===== src/rtl/rename_map_stage.sv =====
// Register-rename stage: arch->phys map, free-list handshake and a history buffer
// of rename records used for in-order commit and youngest-first flush walk-back.
module rename_map_stage #(
    parameter int ARCH_REGS  = 32,
    parameter int PHYS_REGS  = 64,
    parameter int PREG_W     = 6,
    parameter int HIST_DEPTH = 16
) (
    input  logic              clk,
    input  logic              rst_n,
    input  logic              in_valid,
    output logic              in_ready,
    input  logic [4:0]        arch_rs,
    input  logic [4:0]        arch_rt,
    input  logic [4:0]        arch_rd,
    input  logic              rd_wr,
    input  logic              free_valid,
    input  logic [PREG_W-1:0] free_preg,
    output logic              free_pop,
    output logic              free_push,
    output logic [PREG_W-1:0] free_push_preg,
    output logic              out_valid,
    output logic [PREG_W-1:0] phys_rs,
    output logic [PREG_W-1:0] phys_rt,
    output logic [PREG_W-1:0] phys_rd,
    output logic [PREG_W-1:0] old_phys_rd,
    input  logic              commit_en,
    input  logic              flush,
    output logic              flush_busy
);
    localparam int HP_W  = $clog2(HIST_DEPTH);
    localparam int CNT_W = HP_W + 1;

    if ((1 << PREG_W) < PHYS_REGS) begin : g_preg_w_check
        $error("PREG_W too narrow for PHYS_REGS");
    end

    typedef enum logic {RUN, WALK} state_t;

    state_t            state_q, state_d;
    logic [PREG_W-1:0] map_q [ARCH_REGS];
    logic [4:0]        hist_arch_q [HIST_DEPTH];
    logic [PREG_W-1:0] hist_new_q  [HIST_DEPTH];
    logic [PREG_W-1:0] hist_old_q  [HIST_DEPTH];
    logic [HP_W-1:0]   head_q, tail_q, tail_last;
    logic [CNT_W-1:0]  cnt_q, cnt_d;

    logic              out_valid_q, free_push_q, flush_busy_q;
    logic [PREG_W-1:0] phys_rs_q, phys_rt_q, phys_rd_q, old_phys_rd_q, free_push_preg_q;

    logic alloc, hist_empty, hist_full, fire, push_rec, commit, walk_step;

    assign alloc      = rd_wr && (arch_rd != 5'd0);
    assign hist_empty = (cnt_q == '0);
    assign hist_full  = (cnt_q == CNT_W'(HIST_DEPTH));
    assign in_ready   = (state_q == RUN) && !flush && !hist_full && (!alloc || free_valid);
    assign fire       = in_valid && in_ready;
    assign push_rec   = fire && alloc;
    assign free_pop   = push_rec;
    assign commit     = (state_q == RUN) && commit_en && !hist_empty;
    assign walk_step  = (state_q == WALK);
    assign tail_last  = tail_q - 1'b1;

    // In RUN a flush cannot fire, so cnt_d there is occupancy after any commit.
    always_comb begin
        cnt_d   = cnt_q;
        state_d = state_q;
        if (walk_step) begin
            cnt_d = cnt_q - 1'b1;
            if (cnt_d == '0) state_d = RUN;
        end else begin
            cnt_d = cnt_q + CNT_W'(push_rec) - CNT_W'(commit);
            if (flush && (cnt_d != '0)) state_d = WALK;
        end
    end

    always_ff @(posedge clk or negedge rst_n) begin
        if (!rst_n) begin
            state_q          <= RUN;
            head_q           <= '0;
            tail_q           <= '0;
            cnt_q            <= '0;
            out_valid_q      <= 1'b0;
            phys_rs_q        <= '0;
            phys_rt_q        <= '0;
            phys_rd_q        <= '0;
            old_phys_rd_q    <= '0;
            free_push_q      <= 1'b0;
            free_push_preg_q <= '0;
            flush_busy_q     <= 1'b0;
            for (int i = 0; i < ARCH_REGS; i++) map_q[i] <= PREG_W'(i);
        end else begin
            state_q      <= state_d;
            cnt_q        <= cnt_d;
            flush_busy_q <= (state_d == WALK);

            out_valid_q   <= fire;
            phys_rs_q     <= fire ? map_q[arch_rs] : '0;
            phys_rt_q     <= fire ? map_q[arch_rt] : '0;
            phys_rd_q     <= push_rec ? free_preg : '0;
            old_phys_rd_q <= push_rec ? map_q[arch_rd] : '0;

            free_push_q      <= commit || walk_step;
            free_push_preg_q <= commit    ? hist_old_q[head_q]    :
                                walk_step ? hist_new_q[tail_last] : '0;

            if (push_rec) begin
                map_q[arch_rd] <= free_preg;
                tail_q         <= tail_q + 1'b1;
            end
            if (commit) head_q <= head_q + 1'b1;
            // Undo youngest record: restore its previous mapping and retreat the tail.
            if (walk_step) begin
                map_q[hist_arch_q[tail_last]] <= hist_old_q[tail_last];
                tail_q                        <= tail_last;
            end
        end
    end

    always_ff @(posedge clk) begin
        if (push_rec) begin
            hist_arch_q[tail_q] <= arch_rd;
            hist_new_q[tail_q]  <= free_preg;
            hist_old_q[tail_q]  <= map_q[arch_rd];
        end
    end

    assign out_valid      = out_valid_q;
    assign phys_rs        = phys_rs_q;
    assign phys_rt        = phys_rt_q;
    assign phys_rd        = phys_rd_q;
    assign old_phys_rd    = old_phys_rd_q;
    assign free_push      = free_push_q;
    assign free_push_preg = free_push_preg_q;
    assign flush_busy     = flush_busy_q;

endmodule


===== config.mk =====
export PLATFORM = sky130hd
export DESIGN_NAME = rename_map_stage
export DESIGN_NICKNAME = d
export VERILOG_FILES = /design/src/rtl/rename_map_stage.sv
export SDC_FILE = /design/constraint.sdc
export NUM_CORES = 1
export LEC_CHECK = 0
export CORE_AREA = 5 5 226 316
export CTS_BUF_LIST = sky130_fd_sc_hd__clkbuf_4
export DETAILED_ROUTE_END_ITERATION = 8
export DIE_AREA = 0 0 231 321
export MAX_ROUTING_LAYER = met4
export PLACE_DENSITY = 0.54
export SLEW_MARGIN = 20
export SYNTH_ARGS = -nofsm -noshare
export SYNTH_HDL_FRONTEND = slang
export SYNTH_SLANG_ARGS = --single-unit

===== constraint.sdc =====
create_clock -name clk -period 5.85 [get_ports clk]
set_clock_uncertainty 0.15 [all_clocks]
set_input_delay 0.8775 -clock clk [delete_from_list [all_inputs] [get_ports clk]]
set_output_delay 0.8775 -clock clk [all_outputs]
set_load 0.01 [all_outputs]

**Run 1: floorplan with the power grid**

(1.5 px per um) Pins as bars on the die edge. Tap cells in grey.
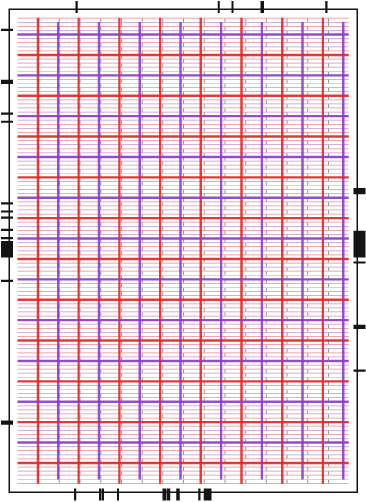
VSS: shown in red. VDD: shown in purple.
870 tap cells. 63 signal pins sit on the boundary. 115 met1 rails follow the rows.
Die Wd: 231 um
height of the die: 321 um
Max VDD drop: 0.274 mV
area of the core: 68500 sq um

**Run 1: placed cells, one colour a class**

(1.5 px per um) Fill, decap, tap and diode cells in grey.
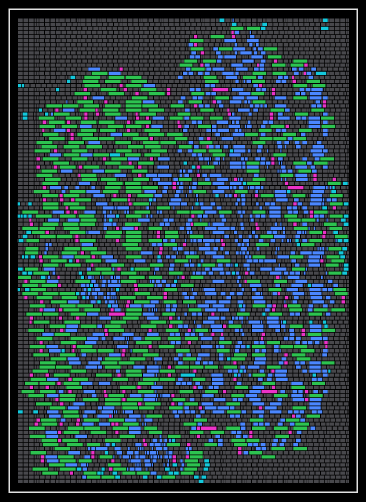
sequential cells: shown in green, cells 510. remaining buffers and delay cells: shown in cyan, cells 118. combinational and other logic: shown in blue, cells 1034. clock drivers and dummy loads: shown in magenta, cells 249.

**Run 1: clock network drawn from the DEF**

(1 px per um)
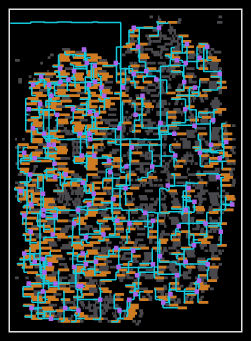
clock wires: shown in cyan, length 8070 um. clock drivers: shown in purple, count 137. flip-flops: shown in orange, count 510.
Position of the flops: all over the die. There are 138 routed clock nets.
Clock net power: 0.00343 W
clock network fraction of total power: 0.201
Clk Latency, worst-skew pair: 1.03 ns

==> run 1: worst register-to-register path, cell delays in order (launching register included) <==
cell and delay [ns]:
dfrtp_4 0.85, inv_1 0.25, ha_4 0.69, mux4_2 0.44
a22o_1 0.31, a221oi_2 0.35, nor2b_1 0.73, and3b_1 0.65
mux2i_1 0.24
==> run 1: path summary, 6_finish.rpt <==
| kind | start | end |
|---|---|---|
| max reg2reg | tail_q[0] | map_q[143] |
| min | arch_rd[0] | hist_arch_q[2][0] |
| max | cnt_q[1] | free_pop |
| min reg2reg | map_q[190] | map_q[190] |
| max in group asynchronous | rst_n | tail_q[0] |
| min in group asynchronous | rst_n | map_q[187] |
==> run 1: per-layer routing <==
metal / vias to the layer above / share of wire
li1: 7045 / -
met1: 8991 / 0.37
met3: 218 / 0.054
met5: - / 0
met2: 645 / 0.52
met4: 0 / 0.061
==> run 1: per-stage QoR <==
step | setup slack [ns] | util
final | 0.473 | 0.447
after global routing | 0.285 | 0.447
after floorplan | 1.65 | -
after global placement | 0.924 | 0.419
after detailed placement | 0.904 | 0.419
after CTS | 0.299 | 0.447
==> run 1: report_power, final <==
part / leakage (nW) / internal, W / switching (W)
logic: 5.33 / 0.00335 / 0.00477
clock network: 1.10 / 0.00187 / 0.00156
registers: 5.09 / 0.00472 / 0.000783
==> run 1: final cells by class <==
cell class / instances / area (sq um)
clock inverter: 38 / 292
tap: 870 / 1090
sequential: 510 / 14200
fill: 6134 / 37800
antenna: 4 / 10.0
multi-input combinational: 1014 / 12300
inverter: 20 / 75.1
clock buffer: 211 / 1580
timing repair buffer: 118 / 1040
==> run 1: logic make-up after synthesis <==
| logic type | count (synthesis) |
|---|---|
| DFF | 510 |
| and+or+nand+nor | 221 |
| xor gates and xnor gates | 14 |
| buffers and inverters | 164 |
| muxes | 660 |
| AOI/OAI and AO/OA | 100 |
| adders and majority gates | 19 |
==> run 1: sequential cells by signal, indices dropped and copies added, names as in the netlist <==
signal / cells
phys_rs: 6
out_valid: 1
hist_old_q: 96
head_q: 4
map_q: 192
flush_busy: 1
tail_q: 4
hist_new_q: 96
phys_rd: 6
free_push: 1
cnt_q: 5
old_phys_rd: 6
hist_arch_q: 80
phys_rt: 6
free_push_preg: 6
==> run 1: what timing repair did <==
action	4_1_cts	5_1_grt
hold endpoints to repair	59	0
setup buffers	0	0
hold buffers	1	0
resized	0	0
==> flow_metrics.py, run 1 <==
# Metrics from the implementation run
metrics = {
    "critical_path": {
        "worstPathCellList": "inv_1, ha_1, a311oi_1, and4_1, and2_1, buf_4, clkdlybuf4s50_1",
        "cp-start-kind": "flip-flop",
        "cp_top_family": "simple AND/OR/NAND/NOR gates",
        "crit_required_ns": 4.82,
        "cp_data_arrival_time_ns": 4.35,
        "cpMaxStageDelayCell": "a311oi_1",
        "max_stage_delay_ns": 0.69,
        "crit_cells": 7,
        "critPathCaptureType": "primary output",
        "criticalPathCategory": "reg -> out",
        "reg2reg_depth": 8,
        "worst-path-max-fanout": 12,
    },
    "power": {
        "power.density_nw_per_um2": 557,
        "p_leak_nw": 11.5,
        "total_power_w": 0.0171,
    },
    "hold_path": {
        "hold_depth": 1,
        "hp-class": "in -> reg",
    },
    "detailed_routing": {
        "finalWirelength_um": 86700,
        "initialDrtViolationCount": 1191,
        "wl_per_cell_um": 31.1,
        "drc": 0,
        "avgViaCountPerCell": 6.07,
        "first_pass_iters": 5,
        "via_count": 16900,
    },
    "sta": {
        "min_period_over_period": 0.919,
        "maxSlewViolCount": 0,
        "post-route-min-period_ns": 5.38,
        "relSlewSlack": 0.230,
        "setup_viol": 0,
        "rsz0062_at_grt": "no",
        "fin_tns_setup_ns": 0,
        "fin_hold_ws_ns": 0.105,
        "worst_pin_slew_ns": 1.15,
        "hold_viol": 0,
    },
    "global_route": {
        "grt_max_degree": 121,
        "grt_pass1_wl_um": 127000,
        "grt_pass1_vias": 17800,
        "gr-total-overflow": 0,
        "busiest_layer": "met2",
        "grtUsageMet1": 0.275,
        "gr-usage-met3": 0.0499,
        "met2_usage": 0.401,
        "grt_use_total": 0.241,
    },
    "yosys": {
        "yosys-mux-area-fraction": 0.365,
        "fa_ha_area_frac": 0.00908,
        "ys_ff": 510,
        "synthArstFlopShare": 0.467,
        "ys_top_logic_family": "multiplexers",
        "top_cell": "mux2i_1",
        "synth_seq_share": 0.527,
        "syn_nets": 1735,
        "synth-main-ff-cell": "edfxtp_1",
        "ys_cells": 1688,
        "synth_cell_type_count": 56,
        "ys_chip_area_sq_um": 27000,
        "edf_count": 272,
        "synth.avg_cell_area_sq_um": 16.0,
        "ys_warn_count": 0,
        "top_area_frac": 0.302,
        "synthXorXnorAreaFrac": 0.00454,
        "synth_cells": 1688,
    },
    "clock_network": {
        "clockBufferDepth": 3,
        "cts_tree": "done",
        "root_buffer": "clkbuf_4",
        "htreeDepth": 4,
        "clk_pin_slew_ns": 0.07,
    },
    "final_layout": {
        "fin_cells": 2785,
        "syn2layout_area_growth_pct": 13.4,
        "drive_gt1_frac": 0.363,
        "lay_top_count": "mux2i_1",
        "most-common-layout-cells": "398 x mux2i_1, 272 x edfxtp_1, 259 x mux4_2",
        "final_nets": 1848,
    },
    "placement": {
        "place_congestion": 0.955,
        "dpl_cell_area_sq_um": 28700,
        "port_buffers": 62,
        "dp_hpwl_um": 57800,
    },
    "job": {
        "openroad.warnings": 39,
    },
    "die": {
        "dieArea_sq_um": 74200,
        "std_cell_rows": 114,
        "io_pins": 63,
    },
    "status": {
        "status": "finished clean",
    },
}
**Run 1: track usage over the die**

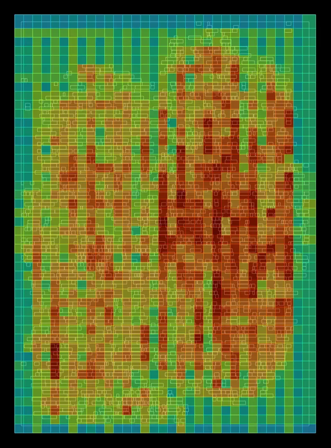

--- run 2 (diff from run 1) ---
--- a/config.mk
+++ b/config.mk
@@ -5,12 +5,12 @@
 export SDC_FILE = /design/constraint.sdc
 export NUM_CORES = 1
 export LEC_CHECK = 0
-export CORE_AREA = 5 5 226 316
+export CORE_AREA = 5 5 260 363
 export CTS_BUF_LIST = sky130_fd_sc_hd__clkbuf_4
 export DETAILED_ROUTE_END_ITERATION = 8
-export DIE_AREA = 0 0 231 321
-export MAX_ROUTING_LAYER = met4
-export PLACE_DENSITY = 0.54
+export DIE_AREA = 0 0 265 368
+export GPL_ROUTABILITY_DRIVEN = 0
+export PLACE_DENSITY = 0.43
 export SLEW_MARGIN = 20
 export SYNTH_ARGS = -nofsm -noshare
 export SYNTH_HDL_FRONTEND = slang
**Run 2: track usage over the die**

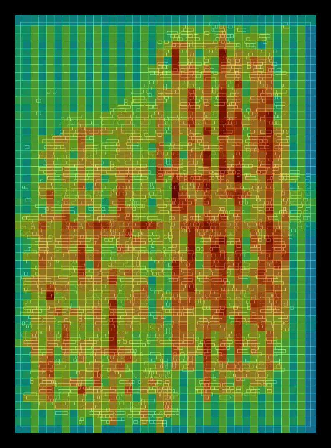
Avg WL per Cell: 30.3 um
Tot GR Track Use: 0.195
met2 usage: 0.346

**Run 2: signal wires by layer**

(1 px per um)
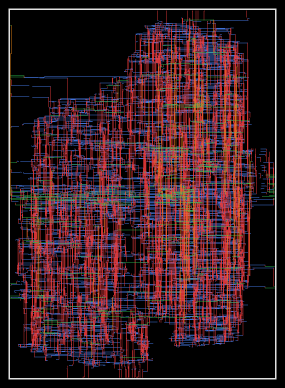
metal 1: shown in blue, wire length 36.3 mm. metal 3: shown in green, wire length 4180 um. metal 2: shown in red, wire length 50.4 mm. metal 4: shown in orange, wire length 4370 um.
vias post-DR: 16800
drt total wl: 95200 um

==> run 2 against run 1 <==
Against the previous run:
- worst hold slack better by 0.11 ns
- critical path depth unchanged
- via count shrank 0.31%
- sequential power barely moved
- clock power shrank 3%
- highest routed layer unchanged
==> flow_metrics.py, run 2 <==
# Metrics from the implementation run
metrics = {
    "status": {
        "status": "finished clean",
    },
    "sta": {
        "worst_pin_slew_ns": 1.10,
        "setup_viol": 0,
        "relSlewSlack": 0.265,
        "post-route-min-period_ns": 4.96,
        "hold_viol": 0,
        "fin_hold_ws_ns": 0.220,
        "maxSlewViolCount": 0,
    },
    "yosys": {
        "synth_cell_type_count": 56,
        "edf_count": 272,
        "ys_cells": 1688,
        "top_cell": "mux2i_1",
        "synth_seq_share": 0.527,
        "ys_warn_count": 0,
        "synth.avg_cell_area_sq_um": 16.0,
        "ys_chip_area_sq_um": 27000,
        "syn_nets": 1735,
        "synth-main-ff-cell": "edfxtp_1",
        "synthArstFlopShare": 0.467,
        "ys_ff": 510,
    },
    "clock_network": {
        "cts_tree": "done",
        "clk_latency_ns": 1.05,
        "htreeDepth": 4,
        "root_buffer": "clkbuf_4",
    },
    "detailed_routing": {
        "drc": 0,
        "first_pass_iters": 5,
        "avgViaCountPerCell": 5.36,
    },
    "final_layout": {
        "final_nets": 1875,
        "syn2layout_area_growth_pct": 15.3,
        "reg_top3": "map_q (192), hist_new_q (96), hist_old_q (96)",
        "largest_register_ff_count": 192,
        "drive_gt1_frac": 0.372,
        "most-common-layout-cells": "398 x mux2i_1, 272 x edfxtp_1, 259 x mux4_2",
        "logic_area_sq_um": 12300,
        "utilization": 0.343,
        "flop_area_sq_um": 14200,
    },
    "die": {
        "io_pins": 63,
        "core_area_sq_um": 90800,
        "die_h_um": 368,
    },
    "global_route": {
        "grt_pass1_vias": 18100,
        "gr-total-overflow": 0,
        "grt_pass1_wl_um": 137000,
    },
    "critical_path": {
        "worstPathCellList": "inv_1, ha_1, a311oi_1, buf_4, and4_1, and2_1, clkdlybuf4s50_1",
        "critPathCaptureType": "primary output",
        "cp-start-kind": "flip-flop",
        "reg2reg_depth": 8,
        "worst-path-max-fanout": 12,
        "max_stage_delay_ns": 0.68,
    },
    "placement": {
        "dp_hpwl_um": 63000,
        "pre_cts_slack_ns": 1.27,
    },
    "power": {
        "power.density_nw_per_um2": 543,
        "vdd_drop_max_mv": 0.331,
    },
    "hold_path": {
        "hp-class": "in -> reg",
    },
}
## run 2: logic make-up (layout without fill, tap and decap cells)
kind of cell | Yosys count | count (layout) | synth area share
adders and majority gates | 19 | 19 | 0.00908
other | 0 | 8 | 0
muxes | 660 | 660 | 0.365
DFF | 510 | 510 | 0.527
buffers and inverters | 164 | 416 | 0.0250
xor gates and xnor gates | 14 | 14 | 0.00454
and+or+nand+nor | 221 | 221 | 0.0425
AOI/OAI and AO/OA | 100 | 100 | 0.0267
## run 2: critical path, delay by kind of cell (launching register included)
family	cells	cell delay, ns
and+or+nand+nor	2	0.96
adders and majority gates	1	0.24
buffers and inverters	3	1.01
AOI/OAI and AO/OA	1	0.28
DFF	1	0.41
## run 2: worst paths after layout
path | from | slack, ns | to
setup / recovery | cnt_q[1] | 0.89 | free_pop
hold / removal | arch_rd[1] | 0.22 | hist_arch_q[15][1]
setup reg to reg | tail_q[0] | 1.27 | map_q[91]
hold reg to reg | map_q[187] | 0.42 | map_q[187]
max in group asynchronous | rst_n | 3.85 | map_q[6]
min in group asynchronous | rst_n | 0.30 | map_q[177]
## run 2: what timing repair did
action                     in CTS  in global routing
setup endpoints to repair       0                  0
resized                         0                  0
hold endpoints to repair       65                  0
hold buffers                    1                  0
## run 2: cell type report
class	count	area share
inverters	20	0.00241
multi-input cells	1014	0.395
flip-flops and latches	510	0.457
clock buffers	208	0.0501
repair buffers	141	0.0391
well taps	1197	0.0481
clock inverters	47	0.00816
diodes	8	0.000643
## run 2: power by group
part | switching [W] | total [W] | internal, W
combinational | 0.00478 | 0.00809 | 0.00331
clock | 0.00163 | 0.00332 | 0.00169
sequential | 0.000767 | 0.00549 | 0.00472
total | 0.00718 | 0.0169 | 0.00972
## run 2: stage by stage
step                cells  cell area (sq um)  power [W]
finish               3145              31100     0.0169
CTS                  3137              31100     0.0172
floorplan            1688              27000     0.0106
detailed placement   2881              29300     0.0138
global route         3142              31100     0.0178
global placement     2881              29300     0.0137
## run 2: per-layer routing
layer | global-route usage | vias to the layer above | routed length, um
met5 | 0 | - | 0
met3 | 0.0374 | 169 | 4180
met2 | 0.346 | 583 | 50400
li1 | - | 7105 | -
met1 | 0.227 | 8989 | 36300
met4 | 0.0904 | 0 | 4370
Power is estimated from default activity; no workload was simulated.
